`src/rtl/psw_pkg.sv`:
```
// psw_pkg: shared definitions for the psw_pipe arithmetic pipeline.
//   psw_op_e   : operation encoding carried on the 2-bit op port
//   CY .. P    : bit positions of the flags within the 8-bit status word
// Optional feature macro used by this block: PSW_STICKY_OV_EN (sticky OVS bit).
package psw_pkg;

   typedef enum logic [1:0] {
      ADD = 2'd0,
      ADC = 2'd1,
      SUB = 2'd2,
      SBB = 2'd3
   } psw_op_e;

   localparam int CY  = 7;
   localparam int AC  = 6;
   localparam int OVS = 5;
   localparam int OV  = 2;
   localparam int Z   = 1;
   localparam int P   = 0;

endpackage

```
`src/rtl/psw_flag_calc.sv`:
```
// psw_flag_calc: combinational ALU slice producing a result and its flags.
//   op      : operation (ADD/ADC/SUB/SBB)
//   acc     : first operand
//   operand : second operand
//   cin     : carry/borrow in, only consumed by ADC/SBB
//   result  : WIDTH-bit arithmetic result
//   cy      : carry out (ADD/ADC) or borrow out (SUB/SBB) of the top bit
//   ac      : carry/borrow out of bit 3
//   ov      : two's-complement signed overflow
//   z       : result is zero
//   p       : result has an even number of ones
module psw_flag_calc
   import psw_pkg::*;
#(
   parameter int WIDTH = 8
) (
   input  psw_op_e          op,
   input  logic [WIDTH-1:0] acc,
   input  logic [WIDTH-1:0] operand,
   input  logic             cin,
   output logic [WIDTH-1:0] result,
   output logic             cy,
   output logic             ac,
   output logic             ov,
   output logic             z,
   output logic             p
);

   localparam logic signed [WIDTH:0] SMAX = $signed({2'b00, {(WIDTH-1){1'b1}}});
   localparam logic signed [WIDTH:0] SMIN = $signed({2'b11, {(WIDTH-1){1'b0}}});

   function automatic logic signed [WIDTH:0] sext(input logic [WIDTH-1:0] v);
      return $signed({v[WIDTH-1], v});
   endfunction

   // Exact signed result lies outside the representable WIDTH-bit range.
   function automatic logic sat_ovf(input logic signed [WIDTH:0] v);
      return (v > SMAX) || (v < SMIN);
   endfunction

   function automatic logic even_par(input logic [WIDTH-1:0] v);
      return ~^v;
   endfunction

   logic                    c;
   logic [WIDTH:0]          wide;
   logic signed [WIDTH:0]   sx;

   always_comb begin
      c    = cin & ((op == ADC) || (op == SBB));
      wide = '0;
      sx   = '0;
      if ((op == SUB) || (op == SBB)) begin
         wide = {1'b0, acc} - {1'b0, operand} - {{WIDTH{1'b0}}, c};
         sx   = sext(acc) - sext(operand) - $signed({{WIDTH{1'b0}}, c});
      end else begin
         wide = {1'b0, acc} + {1'b0, operand} + {{WIDTH{1'b0}}, c};
         sx   = sext(acc) + sext(operand) + $signed({{WIDTH{1'b0}}, c});
      end
      result = wide[WIDTH-1:0];
      cy     = wide[WIDTH];
      // Sum/difference bit 4 = a4 ^ b4 ^ (carry or borrow into bit 4),
      // so the carry/borrow out of bit 3 falls out without a nibble adder.
      ac     = acc[4] ^ operand[4] ^ wide[4];
      ov     = sat_ovf(sx);
      z      = (result == '0);
      p      = even_par(result);
   end

endmodule

```
`src/rtl/psw_pipe.sv`:
```
// psw_pipe: two-stage arithmetic pipeline with a program status word.
// Stage A captures the request; stage B computes, commits the PSW and holds
// the result until the consumer takes it.
//   clk, rst_n          : rising-edge clock, asynchronous active-low reset
//   in_valid, in_ready  : request handshake
//   op                  : 0 ADD, 1 ADC, 2 SUB, 3 SBB
//   acc, operand        : operands
//   psw_clr             : synchronous PSW clear, wins over a same-cycle commit
//   out_valid, out_ready: result handshake
//   result              : arithmetic result
//   psw                 : [7] CY [6] AC [5] OVS [2] OV [1] Z [0] P, [4:3] = 0
// Macro PSW_STICKY_OV_EN: when defined, OVS accumulates OV until psw_clr or
// reset; when undefined, OVS is always 0.
module psw_pipe
   import psw_pkg::*;
#(
   parameter int WIDTH = 8
) (
   input  logic             clk,
   input  logic             rst_n,
   input  logic             in_valid,
   output logic             in_ready,
   input  logic [1:0]       op,
   input  logic [WIDTH-1:0] acc,
   input  logic [WIDTH-1:0] operand,
   input  logic             psw_clr,
   output logic             out_valid,
   input  logic             out_ready,
   output logic [WIDTH-1:0] result,
   output logic [7:0]       psw
);

   logic             rdy_en;
   logic             vld_p0;
   psw_op_e          op_p0;
   logic [WIDTH-1:0] acc_p0;
   logic [WIDTH-1:0] opnd_p0;
   logic             vld_p1;
   logic [WIDTH-1:0] res_p1;
   logic [7:0]       psw_q;

   logic             b_load;
   logic             accept;
   logic             commit;

   logic [WIDTH-1:0] c_res;
   logic             c_cy, c_ac, c_ov, c_z, c_p;
   logic             ovs_nxt;
   logic [7:0]       psw_nxt;

   // rdy_en keeps in_ready low throughout reset and for the release cycle.
   assign b_load   = !vld_p1 || out_ready;
   assign in_ready = rdy_en && (!vld_p0 || b_load);
   assign accept   = in_valid && in_ready;
   assign commit   = vld_p0 && b_load;

   // ---- Stage A: capture request ----
   always_ff @(posedge clk) begin
      if (accept) begin
         op_p0   <= psw_op_e'(op);
         acc_p0  <= acc;
         opnd_p0 <= operand;
      end
   end

   // ---- Stage A -> B: compute ----
   // Carry-in is the committed CY, which already reflects the op that
   // entered stage B on the previous edge.
   psw_flag_calc #(.WIDTH(WIDTH)) u_calc (
      .op      (op_p0),
      .acc     (acc_p0),
      .operand (opnd_p0),
      .cin     (psw_q[CY]),
      .result  (c_res),
      .cy      (c_cy),
      .ac      (c_ac),
      .ov      (c_ov),
      .z       (c_z),
      .p       (c_p)
   );

`ifdef PSW_STICKY_OV_EN
   assign ovs_nxt = psw_q[OVS] | c_ov;
`else
   assign ovs_nxt = 1'b0;
`endif

   assign psw_nxt = {c_cy, c_ac, ovs_nxt, 2'b00, c_ov, c_z, c_p};

   // ---- Stage B: commit PSW, hold result ----
   always_ff @(posedge clk or negedge rst_n) begin
      if (!rst_n) begin
         rdy_en <= 1'b0;
         vld_p0 <= 1'b0;
         vld_p1 <= 1'b0;
         res_p1 <= '0;
         psw_q  <= '0;
      end else begin
         rdy_en <= 1'b1;
         if (accept)
            vld_p0 <= 1'b1;
         else if (b_load)
            vld_p0 <= 1'b0;
         if (b_load) begin
            vld_p1 <= vld_p0;
            if (vld_p0)
               res_p1 <= c_res;
         end
         if (psw_clr)
            psw_q <= '0;
         else if (commit)
            psw_q <= psw_nxt;
      end
   end

   assign out_valid = vld_p1;
   assign result    = res_p1;
   assign psw       = psw_q;

endmodule

```
`config.mk`:
```
export PLATFORM = sky130hd
export DESIGN_NAME = psw_pipe
export DESIGN_NICKNAME = d
export VERILOG_FILES = /design/src/rtl/psw_pkg.sv /design/src/rtl/psw_flag_calc.sv /design/src/rtl/psw_pipe.sv
export SDC_FILE = /design/constraint.sdc
export NUM_CORES = 1
export LEC_CHECK = 0
export ABC_AREA = 1
export CAP_MARGIN = 0
export CORE_MARGIN = 1.5
export CORE_UTILIZATION = 49
export DETAILED_ROUTE_END_ITERATION = 8
export GPL_ROUTABILITY_DRIVEN = 0
export HOLD_SLACK_MARGIN = 0.03
export PLACE_DENSITY = 0.87
export SYNTH_ARGS = -nofsm -noshare
export SYNTH_HDL_FRONTEND = slang
export SYNTH_SLANG_ARGS = --single-unit
```
`constraint.sdc`:
```
create_clock -name clk -period 3 [get_ports clk]
set_clock_uncertainty 0.05 [all_clocks]
set_input_delay 0.45 -clock clk [delete_from_list [all_inputs] [get_ports clk]]
set_output_delay 0.45 -clock clk [all_outputs]
set_load 0.1 [all_outputs]
```
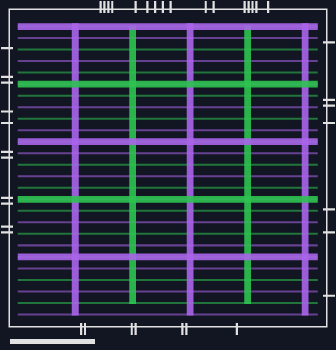
(images/power_grid.png)
Scale bar: 20 um. Pins as bars on the die edge.
- VDD: green
- VSS: purple
- rows: 25
- signal pins: 41
- met1 rails: 26
- met5 straps: 5

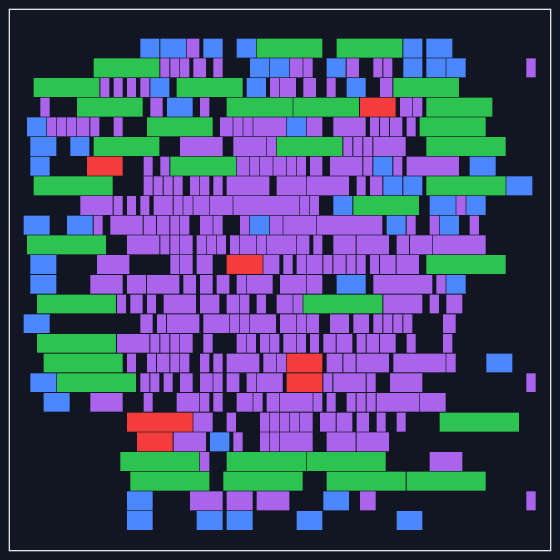
(images/placement_by_type.png)
- combinational and other logic: purple (cells 268; share of their area 53%)
- clock drivers and dummy loads: red (cells 7; share of their area 3.4%)
- flops: green (cells 34; share of their area 30%)
- other buffers and delay cells: blue (cells 50; share of their area 14%)

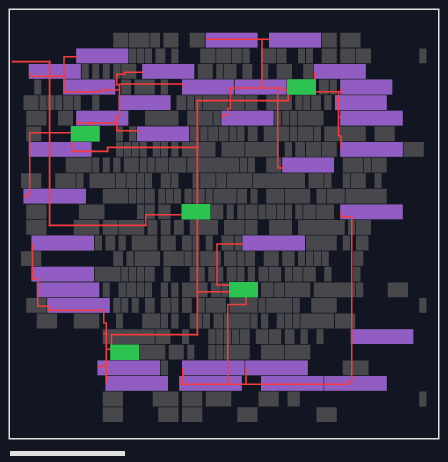
(images/clk_routes.png)
Scale bar: 20 um.
- clock drivers: green (count 5)
- flip-flops: purple (count 34)
- clock wires: red (length 487 um)
- routed clock nets: 6
latest clock arrival within the worst-skew pair: 0.29 ns
power attributed to the clock group: 401 uW
Clk network pwr share: 22.0%

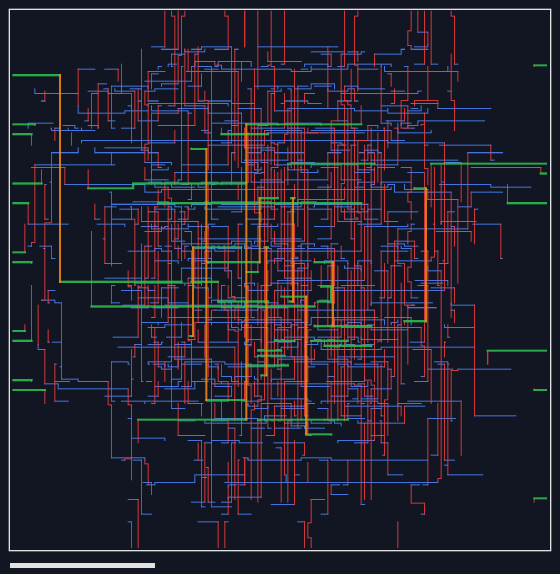
(images/wires.png)
Scale bar: 20 um.
- metal 3: green (wire length 319 um)
- metal 1: blue (wire length 2210 um)
- metal 4: orange (wire length 203 um)
- metal 2: red (wire length 2880 um)

==> impl_metrics.env <==
# flow metrics
export IMPL_result_of_the_run="complete, but fails checks"
export IMPL_violations="setup timing"
export IMPL_floorplan_core_util_pct=52.2
export IMPL_crit_top_cell="sky130_fd_sc_hd__nand2_2"
export IMPL_die_width_um=74.6
export IMPL_tightest_slew_ns=0.728
export IMPL_slew_limit_headroom_pct=51.3
export IMPL_synthFlopType="sky130_fd_sc_hd__edfxtp_1"
export IMPL_antenna_violating_nets_post_route=0
export IMPL_num_vias=2134
export IMPL_syn_area_per_cell_um2=8.21
export IMPL_most_frequent_logic_cells_in_the_routed_design="67 x sky130_fd_sc_hd__nand2_1, 48 x sky130_fd_sc_hd__inv_1, 27 x sky130_fd_sc_hd__ha_1, 27 x sky130_fd_sc_hd__buf_4"
export IMPL_routed_wl_met2_um=2880
export IMPL_slowest_delay_ns=0.62
export IMPL_path_category_of_the_worst_min_delay_check="flip-flop to flip-flop"
export IMPL_final_period_minus_worst_setup_slack_ns=3.28
export IMPL_finish_cell_count_without_fillers=426
export IMPL_first_pass_iters=4
export IMPL_post_synth_most_frequent_cells="76 x sky130_fd_sc_hd__nand2_1, 51 x sky130_fd_sc_hd__inv_1, 30 x sky130_fd_sc_hd__ha_1"
export IMPL_unrepaired_setup_endpoints_after_global_routing="true"
export IMPL_async_set_reset_flop_share_out_of_synthesis_pct=47.1
export IMPL_dp_cells=415
export IMPL_synthDistinctLibCells=30
export IMPL_cts_post_setup_buffers_inserted=1
export IMPL_met3_usage_pct=4.69
export IMPL_route_detailed_drc=0
export IMPL_setup_slack_ns=-0.278
export IMPL_path_max_fanout=3
export IMPL_worst_setup_hold_path_clk_slew_ns=0.07
export IMPL_mappedNetlistArea_mm2=0.00251
export IMPL_multiInputGateArea_mm2=0.00143
export IMPL_setup_violations_final=3
export IMPL_setup_total_negative_slack_ns=-0.656
export IMPL_first_global_vias=2152
export IMPL_final_min_period_over_clock_period_pct=109
export IMPL_leakage_uw=0.00161
export IMPL_clock_sink_count=34
export IMPL_vias_per_cell=5.01
export IMPL_slowest_stage_cell_crit_path="sky130_fd_sc_hd__fa_1"
[tightest hold or removal path, stage by stage, from the launching register on]
cell and delay (ns):
sky130_fd_sc_hd__dfrtp_1 0.34, sky130_fd_sc_hd__nand2_1 0.05, sky130_fd_sc_hd__o21ai_0 0.06
[metrics by stage]
stage | worst slack (ns) | cell area (um2) | power, uW
final | -0.278 | 3210 | 1820
after floorplan | -0.0352 | 2520 | 1180
after global routing | -0.437 | 3210 | 1920
after detailed placement | -0.294 | 2960 | 1360
after CTS | -0.250 | 3110 | 1780
after global placement | -0.0838 | 2960 | 1340
[final timing paths]
check | end | slack [ns] | cells after the start | startpoint
setup / recovery | psw[0] | -0.28 | 17 | psw[7]
hold reg to reg | result[3] | 0.44 | 2 | result[3]
min in group asynchronous | result[6] | 0.54 | 1 | rst_n
setup reg to reg | psw[0] | -0.28 | 17 | psw[7]
max in group asynchronous | result[4] | 1.90 | 1 | rst_n
hold / removal | result[3] | 0.44 | 2 | result[3]
[cell type report]
cell class | count | share of cell area, %
inverter | 57 | 6.67
tap | 67 | 2.61
timing repair buffer | 50 | 13.5
multi-input combinational | 211 | 44.5
sequential | 34 | 29.3
clock buffer | 7 | 3.36
[logic make-up after synthesis]
kind of cell    synth area share [%]
flops                           37.4
xor+xnor                        2.09
simple gates                    24.3
other cells                    0.299
buf+inv                         10.3
fa+ha+maj                       18.1
compound gates                  7.47
[power breakdown]
part	switching (uW)	total (uW)	internal, uW
combinational	592	843	251
clock	169	401	232
sequential	32.0	579	547
total	793	1820	1030
[state kept, by name, indices dropped and copies added, names as in the netlist]
| name | count |
|---|---|
| opnd_p0 | 8 |
| acc_p0 | 8 |
| vld_p0 | 1 |
| psw | 5 |
| result | 8 |
| rdy_en | 1 |
| op_p0 | 2 |
| out_valid | 1 |
Power figures rest on the tool's default switching activity, not on a simulated workload.
